<file path="src/rtl/pifo_bypass_checker_mc_pkg.sv">
// Shared scheduler helpers: descriptor field extraction and the rank-vs-top bypass compare.
package pifo_bypass_checker_mc_pkg;

    localparam int PIFO_INFO_WIDTH_DEF = 32;
    localparam int MAX_INFO_W          = 256;
    localparam int MAX_FIELD_W         = 64;

    // Descriptors wider than MAX_INFO_W or fields wider than MAX_FIELD_W are truncated.
    function automatic logic [MAX_FIELD_W-1:0] get_field(input logic [MAX_INFO_W-1:0] info,
                                                        input int lsb,
                                                        input int width);
        logic [MAX_FIELD_W-1:0] mask;
        mask = (MAX_FIELD_W'(1) << width) - MAX_FIELD_W'(1);
        return MAX_FIELD_W'(info >> lsb) & mask;
    endfunction

    function automatic logic bypass_cmp(input logic [MAX_FIELD_W-1:0] rank,
                                        input logic [MAX_FIELD_W-1:0] top,
                                        input logic nonempty,
                                        input logic tie);
        if (!nonempty) return 1'b1;
        return tie ? (rank <= top) : (rank < top);
    endfunction

endpackage

</file>
<file path="src/rtl/pifo_bypass_shadow.sv">
// Per-channel shadow of the last calendar-bound rank, valid for exactly one cycle after the
// handshake, standing in for the calendar top until the calendar has absorbed the entry.
module pifo_bypass_shadow #(
    parameter int NUM_CH     = 4,
    parameter int RANK_WIDTH = 16,
    parameter int CH_WIDTH   = 2
) (
    input  logic                         clk,
    input  logic                         rstn,
    input  logic                         load_i,
    input  logic [CH_WIDTH-1:0]          load_ch_i,
    input  logic [RANK_WIDTH-1:0]        load_rank_i,
    output logic [NUM_CH-1:0]            shadow_vld_o,
    output logic [NUM_CH*RANK_WIDTH-1:0] shadow_rank_o
);

    for (genvar c = 0; c < NUM_CH; c++) begin : g_ch
        logic                  vld_q;
        logic [RANK_WIDTH-1:0] rank_q;
        logic                  hit;

        assign hit = load_i && (load_ch_i == CH_WIDTH'(c));

        always_ff @(posedge clk or negedge rstn) begin
            if (!rstn) begin
                vld_q  <= 1'b0;
                rank_q <= '0;
            end else begin
                vld_q <= hit;
                if (hit) rank_q <= load_rank_i;
            end
        end

        assign shadow_vld_o[c]                             = vld_q;
        assign shadow_rank_o[c*RANK_WIDTH +: RANK_WIDTH] = rank_q;
    end

endmodule

</file>
<file path="src/rtl/pifo_bypass_checker_mc.sv">
// Multi-channel PIFO bypass checker: one registered decision per accepted descriptor, choosing
// output queue (bypass) or per-channel calendar, with hazard shadowing and saturating stats.
module pifo_bypass_checker_mc
    import pifo_bypass_checker_mc_pkg::*;
#(
    parameter int PIFO_INFO_WIDTH = PIFO_INFO_WIDTH_DEF,
    parameter int RANK_LSB        = 0,
    parameter int RANK_WIDTH      = 16,
    parameter int CH_LSB          = 24,
    parameter int NUM_CH          = 4,
    parameter int CH_WIDTH        = 2,
    parameter int TIE_BYPASS      = 0,
    parameter int CNT_WIDTH       = 32
) (
    input  logic                         clk,
    input  logic                         rstn,
    input  logic                         s_axis_valid,
    output logic                         s_axis_ready,
    input  logic [PIFO_INFO_WIDTH-1:0]   s_axis_pifo_info,
    input  logic [NUM_CH*RANK_WIDTH-1:0] s_axis_cal_top,
    input  logic [NUM_CH-1:0]            s_axis_cal_nonempty,
    output logic                         m_axis_valid,
    input  logic                         m_axis_ready,
    output logic [PIFO_INFO_WIDTH-1:0]   m_axis_pifo_info,
    output logic [CH_WIDTH-1:0]          m_axis_ch,
    output logic                         m_axis_bypass_en,
    output logic                         m_axis_err,
    input  logic                         stat_clr,
    output logic [CNT_WIDTH-1:0]         stat_bypass_cnt,
    output logic [CNT_WIDTH-1:0]         stat_enq_cnt
);

    logic                         m_valid_q;
    logic [PIFO_INFO_WIDTH-1:0]   m_info_q;
    logic [CH_WIDTH-1:0]          m_ch_q;
    logic                         m_byp_q;
    logic                         m_err_q;
    logic [CNT_WIDTH-1:0]         byp_cnt_q;
    logic [CNT_WIDTH-1:0]         enq_cnt_q;

    logic                         accept;
    logic                         handshake;
    logic [RANK_WIDTH-1:0]        rank;
    logic [CH_WIDTH-1:0]          ch;
    logic [RANK_WIDTH-1:0]        m_rank;
    logic [NUM_CH-1:0]            sh_vld;
    logic [NUM_CH*RANK_WIDTH-1:0] sh_rank;

    logic                         ch_ok;
    logic [RANK_WIDTH-1:0]        top_sel;
    logic                         ne_sel;
    logic                         shv_sel;
    logic [RANK_WIDTH-1:0]        shr_sel;
    logic [RANK_WIDTH-1:0]        eff_top;
    logic                         eff_ne;
    logic                         byp_d;
    logic                         err_d;

    // Valid/ready: a transfer happens on any cycle with valid && ready on that side; a held
    // m_axis word never changes until it transfers, and s_axis is ready whenever the output
    // slot is empty or draining this cycle.
    assign s_axis_ready = !m_valid_q || m_axis_ready;
    assign accept       = s_axis_valid && s_axis_ready;
    assign handshake    = m_valid_q && m_axis_ready;

    assign rank   = RANK_WIDTH'(get_field(MAX_INFO_W'(s_axis_pifo_info), RANK_LSB, RANK_WIDTH));
    assign ch     = CH_WIDTH'(get_field(MAX_INFO_W'(s_axis_pifo_info), CH_LSB, CH_WIDTH));
    assign m_rank = RANK_WIDTH'(get_field(MAX_INFO_W'(m_info_q), RANK_LSB, RANK_WIDTH));

    always_comb begin
        ch_ok   = 1'b0;
        top_sel = '0;
        ne_sel  = 1'b0;
        shv_sel = 1'b0;
        shr_sel = '0;
        for (int c = 0; c < NUM_CH; c++) begin
            if (ch == CH_WIDTH'(c)) begin
                ch_ok   = 1'b1;
                top_sel = s_axis_cal_top[c*RANK_WIDTH +: RANK_WIDTH];
                ne_sel  = s_axis_cal_nonempty[c];
                shv_sel = sh_vld[c];
                shr_sel = sh_rank[c*RANK_WIDTH +: RANK_WIDTH];
            end
        end
        // A live shadow and a fresh calendar top are merged by min(); neither wins outright.
        if (shv_sel) eff_top = (ne_sel && (top_sel < shr_sel)) ? top_sel : shr_sel;
        else         eff_top = top_sel;
        eff_ne = ne_sel || shv_sel;
        err_d  = !ch_ok;
        byp_d  = ch_ok && bypass_cmp(MAX_FIELD_W'(rank), MAX_FIELD_W'(eff_top), eff_ne,
                                     TIE_BYPASS != 0);
    end

    always_ff @(posedge clk or negedge rstn) begin
        if (!rstn) begin
            m_valid_q <= 1'b0;
            m_info_q  <= '0;
            m_ch_q    <= '0;
            m_byp_q   <= 1'b0;
            m_err_q   <= 1'b0;
        end else if (accept) begin
            m_valid_q <= 1'b1;
            m_info_q  <= s_axis_pifo_info;
            m_ch_q    <= ch;
            m_byp_q   <= byp_d;
            m_err_q   <= err_d;
        end else if (handshake) begin
            m_valid_q <= 1'b0;
        end
    end

    always_ff @(posedge clk or negedge rstn) begin
        if (!rstn) begin
            byp_cnt_q <= '0;
            enq_cnt_q <= '0;
        end else if (stat_clr) begin
            byp_cnt_q <= '0;
            enq_cnt_q <= '0;
        end else if (handshake && !m_err_q) begin
            if (m_byp_q) begin
                if (byp_cnt_q != {CNT_WIDTH{1'b1}}) byp_cnt_q <= byp_cnt_q + CNT_WIDTH'(1);
            end else begin
                if (enq_cnt_q != {CNT_WIDTH{1'b1}}) enq_cnt_q <= enq_cnt_q + CNT_WIDTH'(1);
            end
        end
    end

    pifo_bypass_shadow #(
        .NUM_CH     (NUM_CH),
        .RANK_WIDTH (RANK_WIDTH),
        .CH_WIDTH   (CH_WIDTH)
    ) u_shadow (
        .clk           (clk),
        .rstn          (rstn),
        .load_i        (handshake && !m_byp_q && !m_err_q),
        .load_ch_i     (m_ch_q),
        .load_rank_i   (m_rank),
        .shadow_vld_o  (sh_vld),
        .shadow_rank_o (sh_rank)
    );

    assign m_axis_valid     = m_valid_q;
    assign m_axis_pifo_info = m_info_q;
    assign m_axis_ch        = m_ch_q;
    assign m_axis_bypass_en = m_byp_q;
    assign m_axis_err       = m_err_q;
    assign stat_bypass_cnt  = byp_cnt_q;
    assign stat_enq_cnt     = enq_cnt_q;

endmodule

</file>
<file path="config.mk">
export PLATFORM = sky130hd
export DESIGN_NAME = pifo_bypass_checker_mc
export DESIGN_NICKNAME = d
export VERILOG_FILES = /design/src/rtl/pifo_bypass_checker_mc_pkg.sv /design/src/rtl/pifo_bypass_shadow.sv /design/src/rtl/pifo_bypass_checker_mc.sv
export SDC_FILE = /design/constraint.sdc
export NUM_CORES = 1
export LEC_CHECK = 0
export CAP_MARGIN = 5
export CORE_MARGIN = 8
export CORE_UTILIZATION = 55
export DETAILED_ROUTE_END_ITERATION = 10
export GPL_TIMING_DRIVEN = 0
export PLACE_DENSITY = 0.87
export SKIP_CTS_REPAIR_TIMING = 1
export SLEW_MARGIN = 20
export SYNTH_ARGS = -nofsm -noshare
export SYNTH_HDL_FRONTEND = slang
export SYNTH_HIERARCHICAL = 1
export SYNTH_SLANG_ARGS = --single-unit
</file>
<file path="constraint.sdc">
create_clock -name clk -period 9 [get_ports clk]
set_clock_uncertainty 0.15 [all_clocks]
set_input_delay 0.9 -clock clk [delete_from_list [all_inputs] [get_ports clk]]
set_output_delay 0.9 -clock clk [all_outputs]
set_load 0.005 [all_outputs]
</file>
==> flow_summary.ini <==
; yosys + openroad results
[die]
n_tap_cell = 216
io-pin-count = 207
chip_area_sq_um = 20400
die_h_microns = 143
fp.dieW_microns = 143

[layout]
clkbuf_count = 19
n_all_inverters = 24
buf_share = 0.193
design.seq.count = 167
sh_comb_area = 0.373
clk_share = 0.0488
syn2layout_area_growth_pct = 33.0
drive_above_1_share = 0.199
nMultiInputCombCells = 500
layout.area.comb_sq_um = 4390

[pwr]
switching_share = 0.280
maxPowerGroup = sequential cells
comb_cell_power_uw = 613
p_clk_uw = 710
p_per_area_nw_per_um2 = 200
intPower_uw = 1690
ir_drop_v = 0.000171
p_leak_uw = 0.00497
power.share.combinational = 0.260

[clock_tree]
insertion_delay_ns = 0.43
cts_max_level = 4
cts_tree = yes
path_clk_slew_ns = 0.07
cts_buffers = 17
root_buffer = clkbuf_16
clock-sinks = 167

[yosys]
ys_warn_count = 6
edf_count = 0
most_common_cell = dfrtp_1
synth.area.mux_share = 0.232
yosys.area.top_type_share = 0.472
yosysChipArea_sq_um = 8860
async_flop_share = 1.00
synth_adder_area_share = 0.0452
ff_type = dfrtp_1
post-synth-top-area-cell = dfrtp_1
synth.distinct_cells = 53
ys_ff = 167
synthCells = 725
aoi_share = 0.0325
ys_seq_frac = 0.472
common_cells = dfrtp_1 (167), mux2_2 (87), nor2_1 (78)
ys_top_logic_family = multiplexers
synth_nets = 862

[critical_path]
timing.critical_path.to = m_axis_bypass_en
reg2reg_from = u_shadow/g_ch[3].rank_q[5]
critPathMaxFanout = 10
crit_arrival_ns = 5.62
critPathLaunchType = input pin
startpoint = s_axis_pifo_info[24]
worstPathRequired_ns = 9.14
endpoint_kind = register
reg2reg_depth = 15
r2r_end = m_axis_bypass_en
critical_path_class = in -> reg

[routing]
first_pass_iters = 5
drc_errors = 0
routed_via_density = 5.64
antenna_left = 0

[final_timing]
slew_violations = 0
period_used_share = 0.609
slew_headroom = 0.416
final.setup.tns_ns = 0
fin_crit_ns = 5.48
rsz0062_at_grt = false
tightest_slew_ns = 0.876
timing.fmax_mhz = 182

[grt]
grt-ovfl-total = 0
antenna_found_initial = 0
grt_pass1_wl_microns = 37300

[job]
warning_count = 26
drv_cap = 0

[placement]
numPortBuffers = 204
routabilityCongestion = 0.844
placed_area_sq_um = 11200

[min_path]
min_path_type = in -> async

[status]
status = complete, no violations
## metal layers
metal  vias to the layer above  global-route usage  share of wire
met5                         -                   0              0
met4                         0              0.0845          0.017
met3                        32              0.0554          0.061
met2                       191               0.398           0.50
met1                      3362               0.288           0.42
li1                       3054                   -              -
## state kept, by name (all words and copies together) (netlist names)
| signal | flops |
|---|---|
| m_axis_bypass_en | 1 |
| m_axis_err | 1 |
| m_axis_pifo_info | 32 |
| m_axis_valid | 1 |
| stat_bypass_cnt | 32 |
| stat_enq_cnt | 32 |
| u_shadow/g_ch.rank_q | 64 |
| u_shadow/g_ch.vld_q | 4 |
## cells by family (layout without fill, tap and decap cells)
| logic type | after synthesis | in the layout |
|---|---|---|
| multiplexers | 147 | 147 |
| XOR/XNOR | 57 | 57 |
| flip-flops | 167 | 167 |
| AND-OR/OR-AND | 43 | 43 |
| AND/OR/NAND/NOR | 221 | 221 |
| adder cells (fa/ha/maj) | 32 | 32 |
| buffers and inverters | 58 | 295 |
## per-stage QoR
step | setup slack (ns) | cells | hold slack [ns] | total power (uW)
floorplan | 3.96 | 725 | 0.324 | 1410
global placement | 0.00797 | 1145 | 0.331 | 1610
detailed placement | 3.16 | 1146 | 0.340 | 1650
CTS | 3.56 | 1178 | 0.351 | 2370
global route | 3.25 | 1178 | 0.369 | 2480
finish | 3.52 | 1178 | 0.314 | 2350
## worst max-delay path, cell delays in order
cell and delay, ns:
buf_6 0.13, buf_1 0.67, mux4_2 0.64, ha_1 0.34, a211oi_1 0.24, nor2_1 0.11, a2111oi_4 0.38, o22ai_4 0.21
buf_4 0.26, mux2i_1 0.16, ha_1 0.33, nand4_1 0.15, nor2_1 0.22, o21ai_0 0.26, a2111oi_0 0.55, nor3_2 0.07
### Metal 1

The bar under the picture is 50 microns long. Supply wires on this layer in gray.
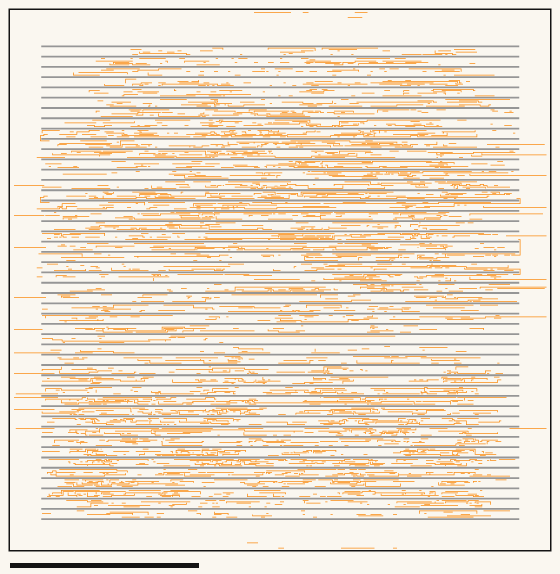
nets with wire on the layer = 979
share of all routed wire = 42%
longest straight run = 59.3 microns
main direction = horizontal
M1 GR Usage: 0.288
vias: 6,639
final WL: 23,100 microns

### Signal wires on met2

The bar under the picture is 50 microns long.
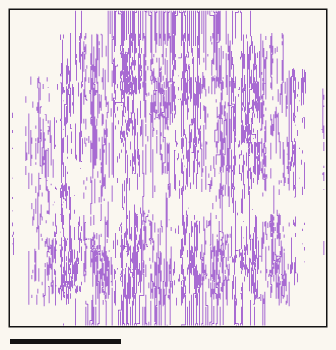
nets with wire on the layer = 979
longest straight run = 57.1 microns
grt met2 use: 0.398

### Metal 3

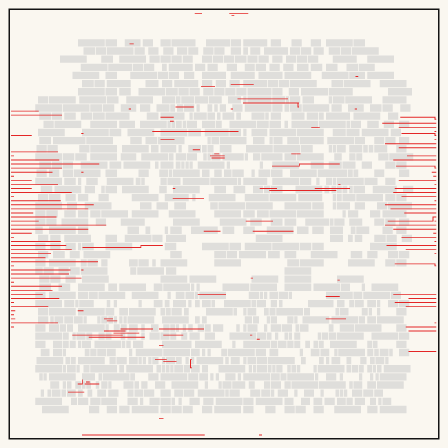
share of all routed wire = 6.1%
longest straight run = 40.7 microns
routing usage on met3: 0.0554

### Met4 routing

The bar under the picture is 50 microns long. Supply wires on this layer in gray.
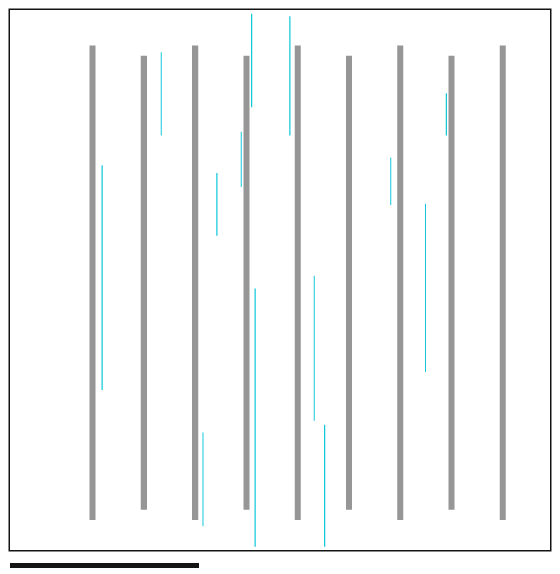
main direction = vertical
share of all routed wire = 1.7%
wire length on this layer = 397 microns
longest straight run = 68.0 microns
nets with wire on the layer = 8

No activity file was given, so power comes from the tool's default toggle rates.
